<file path="src/rtl/key_evt_fifo.sv">
// Key event FIFO between the keypad debouncer and an async CPU read port.
// Ports: clk, reset (async, active-low), key_code/key_valid in,
//   ncs/noe async CPU strobes, rd_data/irq/overflow/count out.
module key_evt_fifo #(
    parameter int B     = 3,
    parameter int DEPTH = 8
) (
    input  logic                     clk,
    input  logic                     reset,
    input  logic [B:0]               key_code,
    input  logic                     key_valid,
    input  logic                     ncs,
    input  logic                     noe,
    output logic [B:0]               rd_data,
    output logic                     irq,
    output logic                     overflow,
    output logic [$clog2(DEPTH):0]   count
);

    localparam int AW = $clog2(DEPTH);
    localparam int CW = AW + 1;

    // Strobes are synchronized inverted so a cleared flop means idle.
    logic          cs_meta, cs_sync;
    logic          oe_meta, oe_sync;
    logic          rd_active, rd_active_q;
    // Chain-filled tracker plus arm flag: a strobe already
    // asserted when reset releases must not produce a pop.
    logic [1:0]    sync_ok;
    logic          armed;

    logic [AW-1:0] wr_ptr, rd_ptr;
    logic [B:0]    mem [DEPTH];

    logic          full;
    logic          pop_req;
    logic          do_pop;
    logic          do_push;
    logic [CW-1:0] count_next;

    assign rd_active = cs_sync & oe_sync;

    always_ff @(posedge clk or negedge reset) begin
        if (!reset) begin
            cs_meta     <= 1'b0;
            cs_sync     <= 1'b0;
            oe_meta     <= 1'b0;
            oe_sync     <= 1'b0;
            rd_active_q <= 1'b0;
            sync_ok     <= 2'b00;
            armed       <= 1'b0;
        end else begin
            cs_meta     <= ~ncs;
            cs_sync     <= cs_meta;
            oe_meta     <= ~noe;
            oe_sync     <= oe_meta;
            rd_active_q <= rd_active;
            sync_ok     <= {sync_ok[0], 1'b1};
            if (sync_ok[1] && !rd_active && !rd_active_q)
                armed <= 1'b1;
        end
    end

    always_comb begin
        full       = (count == CW'(DEPTH));
        pop_req    = rd_active_q & ~rd_active & armed;
        do_pop     = pop_req && (count != '0);
        do_push    = key_valid && (!full || do_pop);
        count_next = count;
        case ({do_push, do_pop})
            2'b10:   count_next = count + CW'(1);
            2'b01:   count_next = count - CW'(1);
            default: count_next = count;
        endcase
    end

    always_ff @(posedge clk or negedge reset) begin
        if (!reset) begin
            wr_ptr   <= '0;
            rd_ptr   <= '0;
            count    <= '0;
            irq      <= 1'b0;
            overflow <= 1'b0;
            rd_data  <= '0;
        end else begin
            if (do_push)
                wr_ptr <= wr_ptr + AW'(1);
            if (do_pop)
                rd_ptr <= rd_ptr + AW'(1);
            count <= count_next;
            irq   <= (count_next != '0);
            if (key_valid && full && !do_pop)
                overflow <= 1'b1;
            else if (do_pop)
                overflow <= 1'b0;
            // Frozen during a CPU read so the bus sees stable data.
            if (!rd_active && !rd_active_q)
                rd_data <= (count != '0) ? mem[rd_ptr] : '0;
        end
    end

    always_ff @(posedge clk) begin
        if (do_push)
            mem[wr_ptr] <= key_code;
    end

endmodule

</file>
<file path="config.mk">
export PLATFORM = sky130hd
export DESIGN_NAME = key_evt_fifo
export DESIGN_NICKNAME = d
export VERILOG_FILES = /design/src/rtl/key_evt_fifo.sv
export SDC_FILE = /design/constraint.sdc
export NUM_CORES = 1
export LEC_CHECK = 0
export CORE_ASPECT_RATIO = 1.25
export CORE_MARGIN = 3
export CORE_UTILIZATION = 30
export CTS_BUF_LIST = sky130_fd_sc_hd__clkbuf_8 sky130_fd_sc_hd__clkbuf_16
export CTS_CLUSTER_SIZE = 10
export DETAILED_ROUTE_END_ITERATION = 6
export GPL_ROUTABILITY_DRIVEN = 1
export PLACE_DENSITY = 0.46
export SLEW_MARGIN = 20
export SYNTH_ARGS = -nofsm -noshare
export SYNTH_HDL_FRONTEND = slang
export SYNTH_SLANG_ARGS = --single-unit
</file>
<file path="constraint.sdc">
create_clock -name clk -period 2.4 [get_ports clk]
set_input_delay 0.72 -clock clk [delete_from_list [all_inputs] [get_ports clk]]
set_output_delay 0.72 -clock clk [all_outputs]
set_load 0.005 [all_outputs]
</file>
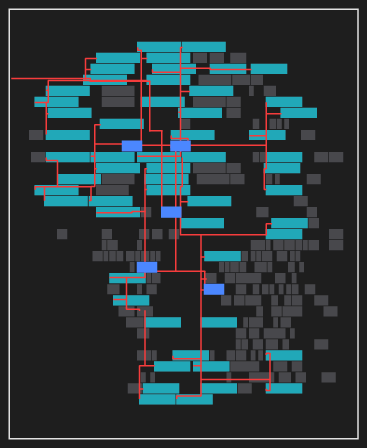
clk_routes.png
Red shows clock wires, length 631 um. Cyan shows flip-flops, count 56. Blue shows clock drivers, count 5.
There are 6 routed clock nets.

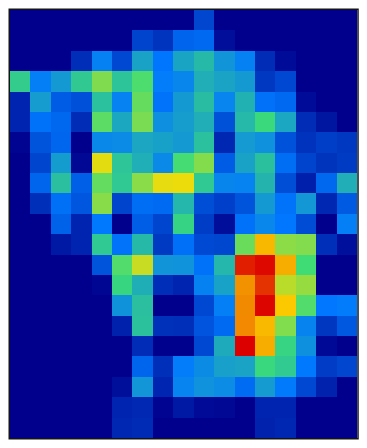
metal_density.png
The die is cut into 17 by 21 equal tiles; dark blue is low, red is high, scaled to the fullest tile. Values are wire area over tile area, all layers added.
The fullest tile reaches 0.37. The mean over all tiles is 0.074. 35% of the tiles are nearly empty. 10% of the tiles are over half the peak.

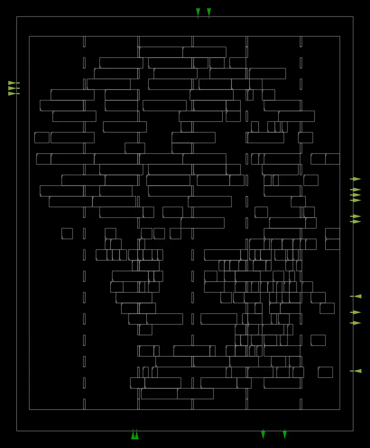
placement.png
Filler cells: 715
Seq/total area: 53.5%
n_taps: 92

==> ci_impl_report.md <==
## Synthesis and layout report

| Metric | Value |
|---|---|
| Overflow after GRT | `0` |
| Top cell category | `sequential cells` |
| Top Ports | `19` |
| Uppermost routed layer | `met4` |
| Clk cell area share | `3.30%` |
| Seq share, synth | `65.5%` |
| FFs w/ async S/R, synth | `a little over two fifths` |
| Comb pwr share | `between 30% and 40%` |
| Rows | `35` |
| Synth top cell by count | `edfxtp_1` |
| Clk sinks | `roughly 56` |
| Pre-CTS WS | `-236 ps` |
| Critical Path Fanout Max | `3` |
| Post-CTS setup buffers | `0` |
| GR Util met1 | `12.1%` |
| Setup CP Type | `primary input to flip-flop` |
| Largest registers | `mem (32), count (4), rd_data (4)` |
| Yosys Instances | `167` |
| Simple-Gate Area Share | `11.7%` |
| Flops out of synthesis | `about 56` |
| Outcome | `completed` |
| Nets | `around 220` |
| Logic share of the area | `between 20% and 30%` |
| Inserted Diodes | `0` |
| Tmin final | `about 2300 ps` |
| FP Core Util | `a little under a third` |
| Yosys warning count | `0` |
| Die W | `around 86 um` |
| DRT antenna net count | `0` |
| Syn Area/Cell | `~14 um^2` |
| Max VDD drop | `0.401 mV` |
| Worst hold path type | `flip-flop to flip-flop` |
| Vias/cell | `4.70` |
| Hold EP | `sync_ok[1]$_DFF_PN0_` |
| Xor/xnor share | `1.84%` |
| Post-CTS Resized | `0` |
| Internal power | `around 2.1 mW` |
| P_seq | `roughly 1.4 mW` |
| WP depth | `9` |
| CP bufs+invs | `1` |
| Met1 WL | `1800 um` |
| Max reg flops | `32` |
| Fmax | `436 MHz` |
| Share of cells above drive strength 1 | `a little under a quarter` |
| Worst R2R Start | `rd_active_q$_DFF_PN0_` |
| GR met2 Demand/Resource | `between 15 and 20%` |
| Fin. max-slew vios | `0` |
| Final Cycle Share | `95.6%` |
| Sequential Power Share | `a little under half` |
| Final-layout clock buffer total | `5` |
| Mapped Area | `around 0.0024 mm^2` |
| Setup slack, reg-to-reg | `roughly 250 ps` |
| Met3 Use GR | `under 10%` |
| GRT Max-Usage Layer | `met2` |
| TNS Setup | `0 ps` |
| P_clk | `between 0.5 and 0.6 mW` |
| Complex Gates by Area | `about 6%` |
| Comb power | `1.11 mW` |
| MI comb cells | `between 90 and 100` |
| WL final | `about 4300 um` |
| Synth top area share | `slightly above 40%` |
| H-Tree Depth | `2` |
| Num CTS Buffers | `5` |
| Buffers, non-clock | `40` |
| Most frequent logic cell in the layout | `edfxtp_1` |
| Final setup margin | `approximately 110 ps` |
| Top Layout Cells | `edfxtp_1 (32), dfrtp_1 (24), buf_4 (22), nand2_1 (21), clkdlybuf4s50_1 (18)` |
| Finished layout cell area | `between 0.002 and 0.003 mm^2` |
| Startpoint types | `primary input` |
| Register area | `0.00156 mm^2` |
| Reg2Reg Depth | `10` |
| Hold WS | `~360 ps` |
| Max_cap viols | `0` |
| WHS Path Cells | `0` |
| Switching share of power | `about a third` |
| Buffering overhead | `between 10% and 20%` |
| Crit path cell chain | `clkdlybuf4s50_1, nor2_1, nand2_1, o21ai_0, ha_2, nand2_1, o211ai_1, nand3_4, a211o_1` |
| Net count after synthesis | `179` |
| Gr usage total | `between 10% and 20%` |
| Cells after Synth | `about 170` |
| Reg clk slew, reported paths | `about 100 ps` |
| Worst skew pair latency | `~300 ps` |
| CP top delay family | `AND-OR/OR-AND gates` |
| Slowest CP cell | `clkdlybuf4s50_1` |
| CP endpoint | `irq$_DFF_PN0_` |
| Top cells by area | `edfxtp_1 (40%), dfrtp_1 (25%), mux4_2 (7.6%), nand2_1 (3.3%), mux2i_1 (2.1%)` |
| Final core utilization | `between 30% and 40%` |
| Setup Viol. Count Final | `0` |
| Largest net degree at the start of global routing | `25` |
| Vias in the first global route | `around 1500` |
| Worst slew margin relative to its limit | `62.7%` |
| Initial antenna violation count | `0` |
| Distinct cells, synth | `35` |
Power and IR drop assume default switching activity.
